## src/rtl/uart_rx.sv

```systemverilog
// 8N1 UART receiver: double-synchronised RX, mid-bit sampling, false-start rejection,
// framing-error pulse and overrun flag. Every output is driven directly by a flop.
module uart_rx #(
   parameter int BAUD_DIV = 2604
) (
   input  logic       clk,
   input  logic       rst,
   input  logic       RX,
   input  logic       clr_rdy,
   output logic [7:0] rx_data,
   output logic       rdy,
   output logic       frm_err,
   output logic       ovr
);

   localparam int CW = $clog2(BAUD_DIV + 1);
   // Expiry fires on the zero count, so a full-bit reload is one short of BAUD_DIV.
   localparam logic [CW-1:0] HALF_LD = CW'(BAUD_DIV / 2);
   localparam logic [CW-1:0] FULL_LD = CW'(BAUD_DIV - 1);

   typedef enum logic [2:0] {
      IDLE    = 3'd0,
      START   = 3'd1,
      DATA    = 3'd2,
      STOP    = 3'd3,
      WAIT_HI = 3'd4
   } state_t;

   state_t        state_q, state_d;
   logic          rx_sync1_q, rx_sync2_q, rx_prev_q;
   logic [CW-1:0] baud_cnt_q, baud_cnt_d;
   logic [3:0]    bit_cnt_q, bit_cnt_d;
   logic [7:0]    shift_q, shift_d;
   logic [7:0]    rx_data_q, rx_data_d;
   logic          rdy_q, rdy_d;
   logic          frm_err_q, frm_err_d;
   logic          ovr_q, ovr_d;
   logic          rx_s;
   logic          baud_exp_s;

   assign rx_s       = rx_sync2_q;
   assign baud_exp_s = (baud_cnt_q == {CW{1'b0}});

   // Next-state, counter and output-register computation.
   always_comb begin
      state_d    = state_q;
      bit_cnt_d  = bit_cnt_q;
      shift_d    = shift_q;
      rx_data_d  = rx_data_q;
      frm_err_d  = 1'b0;

      if (!baud_exp_s) begin
         baud_cnt_d = baud_cnt_q - CW'(1);
      end else begin
         baud_cnt_d = baud_cnt_q;
      end

      if (clr_rdy) begin
         rdy_d = 1'b0;
         ovr_d = 1'b0;
      end else begin
         rdy_d = rdy_q;
         ovr_d = ovr_q;
      end

      case (state_q)
         IDLE: begin
            if (rx_prev_q && !rx_s) begin
               state_d    = START;
               baud_cnt_d = HALF_LD;
            end else begin
               state_d = IDLE;
            end
         end
         START: begin
            if (baud_exp_s && rx_s) begin
               state_d = IDLE;
            end else if (baud_exp_s) begin
               state_d    = DATA;
               baud_cnt_d = FULL_LD;
               bit_cnt_d  = 4'd0;
            end else begin
               state_d = START;
            end
         end
         DATA: begin
            if (baud_exp_s) begin
               shift_d    = {rx_s, shift_q[7:1]};
               bit_cnt_d  = bit_cnt_q + 4'd1;
               baud_cnt_d = FULL_LD;
               if (bit_cnt_q == 4'd7) begin
                  state_d = STOP;
               end else begin
                  state_d = DATA;
               end
            end else begin
               state_d = DATA;
            end
         end
         STOP: begin
            if (baud_exp_s && rx_s) begin
               // A completing byte beats a simultaneous clr_rdy; overrun only if nobody acked.
               rx_data_d = shift_q;
               rdy_d     = 1'b1;
               if (rdy_q && !clr_rdy) begin
                  ovr_d = 1'b1;
               end else begin
                  ovr_d = 1'b0;
               end
               state_d = IDLE;
            end else if (baud_exp_s) begin
               frm_err_d = 1'b1;
               state_d   = WAIT_HI;
            end else begin
               state_d = STOP;
            end
         end
         WAIT_HI: begin
            if (rx_s) begin
               state_d = IDLE;
            end else begin
               state_d = WAIT_HI;
            end
         end
         default: begin
            state_d = IDLE;
         end
      endcase
   end

   // State, synchroniser and output registers with synchronous reset.
   always_ff @(posedge clk) begin
      if (rst) begin
         state_q    <= IDLE;
         rx_sync1_q <= 1'b1;
         rx_sync2_q <= 1'b1;
         rx_prev_q  <= 1'b1;
         baud_cnt_q <= {CW{1'b0}};
         bit_cnt_q  <= 4'd0;
         shift_q    <= 8'h00;
         rx_data_q  <= 8'h00;
         rdy_q      <= 1'b0;
         frm_err_q  <= 1'b0;
         ovr_q      <= 1'b0;
      end else begin
         state_q    <= state_d;
         rx_sync1_q <= RX;
         rx_sync2_q <= rx_sync1_q;
         rx_prev_q  <= rx_sync2_q;
         baud_cnt_q <= baud_cnt_d;
         bit_cnt_q  <= bit_cnt_d;
         shift_q    <= shift_d;
         rx_data_q  <= rx_data_d;
         rdy_q      <= rdy_d;
         frm_err_q  <= frm_err_d;
         ovr_q      <= ovr_d;
      end
   end

   assign rx_data = rx_data_q;
   assign rdy     = rdy_q;
   assign frm_err = frm_err_q;
   assign ovr     = ovr_q;

endmodule

```

## config.mk

```make
export PLATFORM = sky130hd
export DESIGN_NAME = uart_rx
export DESIGN_NICKNAME = d
export VERILOG_FILES = /design/src/rtl/uart_rx.sv
export SDC_FILE = /design/constraint.sdc
export NUM_CORES = 1
export LEC_CHECK = 0
export CAP_MARGIN = 20
export CORE_MARGIN = 2
export CORE_UTILIZATION = 35
export CTS_CLUSTER_DIAMETER = 50
export DETAILED_ROUTE_END_ITERATION = 8
export GPL_TIMING_DRIVEN = 0
export MAX_ROUTING_LAYER = met4
export PLACE_DENSITY = 0.6
export RECOVER_POWER = 25
export SYNTH_ARGS = -nofsm -noshare
export SYNTH_HDL_FRONTEND = slang
export SYNTH_SLANG_ARGS = --single-unit
```

## constraint.sdc

```tcl
create_clock -name clk -period 3.2 [get_ports clk]
set_clock_uncertainty 0.1 [all_clocks]
set_input_delay 0.32 -clock clk [delete_from_list [all_inputs] [get_ports clk]]
set_output_delay 0.32 -clock clk [all_outputs]
set_load 0.02 [all_outputs]
```

Fig. 1: cell area per tile
Drawn at 4 px/um. The die is cut into 8 by 8 equal tiles; white is low, dark blue is high, 0 to 100% covered.
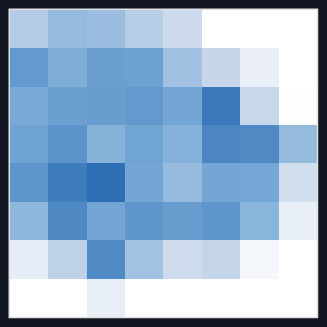
mean over tiles: 35%
nearly empty tiles: 20%
fullest tile: 75%
emptiest ninth of the die: upper right
densest ninth of the die: middle left

Fig. 2: clock network drawn from the DEF
Drawn at 8 px/um.
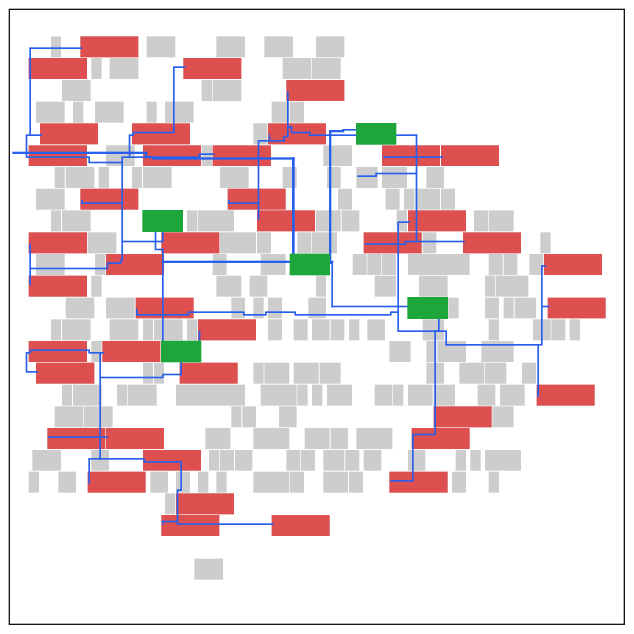
legend:
  clock wires:
    colour: blue
    length: 524 um
  flip-flops:
    colour: red
    count: 41
  clock drivers:
    colour: green
    count: 5
routed clock nets: 6

==> summary.rpt <==
==== FLOW RESULTS ====
----------------------------------------------------
[Yosys]
  Area leader, netlist ........................ sky130_fd_sc_hd__dfxtp_1
  Leading register cell type out of synthesis ........................ sky130_fd_sc_hd__dfxtp_1
  Multiplexer share of the synthesized area ........................ 10.3%
  Synthesized area ........................ 0.00185 sq mm
  Net count after synthesis ........................ approximately 200

[Layout]
  Total number of nets in the final design ........................ ~220
  Synth-to-Final Area Change ........................ 16.5%
  Leading cell types in the layout, fill and taps excluded ........................ 41 x sky130_fd_sc_hd__dfxtp_1, 29 x sky130_fd_sc_hd__nor2_1, 19 x sky130_fd_sc_hd__mux2i_1

[GRT]
  Pin count of the biggest net entering global routing ........................ 14
  Vias in the first global route ........................ 1,340

[Clock tree]
  CTS buffer count ........................ 5
  Buffer count from post-CTS setup fixing ........................ 0

[Floorplanning]
  Core area ........................ between 0.005 and 0.006 sq mm

[Placement]
  Worst slack after detailed placement ........................ 0.801 ns
  Quantity of I/O buffers inserted on ports ........................ 13
  Area after detailed placement ........................ between 0.002 and 0.0025 sq mm

[Worst setup path]
  Reg2Reg Capture Point ........................ baud_cnt_q[0]$_SDFF_PP0_
  Largest driver fanout on the critical path ........................ 7
  CP cell instances ........................ inv_1, ha_1, or3b_2, nor4_4, inv_2, ha_1, nor4_1, o21ai_0, nand3_1
  Logic depth of the worst register-to-register path ........................ 9

[Final timing]
  Hold Slack ........................ ~0.32 ns

[Flow run]
  Count of maximum capacitance violations ........................ 0

[Run status]
  Result of the run ........................ complete, no violations

[Pwr]
  Part of the total power dissipated in the clock network ........................ 22.7%

[Routing]
  Final wirelength ........................ 3.63 mm
  Number of nets with antenna violations after routing ........................ 0
  Via count normalized by instance count ........................ 4.91
  Total DRC errors in the routed layout ........................ 0

----------------------------------------------------
## per-layer routing
layer	vias to the layer above	track usage [%]	share of wire [%]
li1	734	-	-
met1	653	17.8	51
met2	18	21.1	46
met3	4	3.88	2.8
met4	0	4.36	0.83
met5	-	-	0
## power groups by stage
stage	registers, mW	logic (mW)	clock network (mW)
after CTS	0.641	0.506	0.351
after detailed placement	0.652	0.501	0
after global placement	0.650	0.496	0
after floorplan	0.636	0.420	0
final	0.641	0.501	0.336
after global routing	0.654	0.568	0.369
## final cells by class
class,count,area [sq um],share of cell area (%)
Timing Repair Buffer,13,130,6.04
Clock inverter,2,15.0,0.697
Multi-Input combinational cell,141,963,44.7
Clock buffer,6,72.6,3.37
Sequential cell,41,821,38.1
Tap cell,70,87.6,4.07
Buffer,10,50.0,2.32
Inverter,4,15.0,0.697
No activity file was given, so power comes from the tool's default toggle rates.
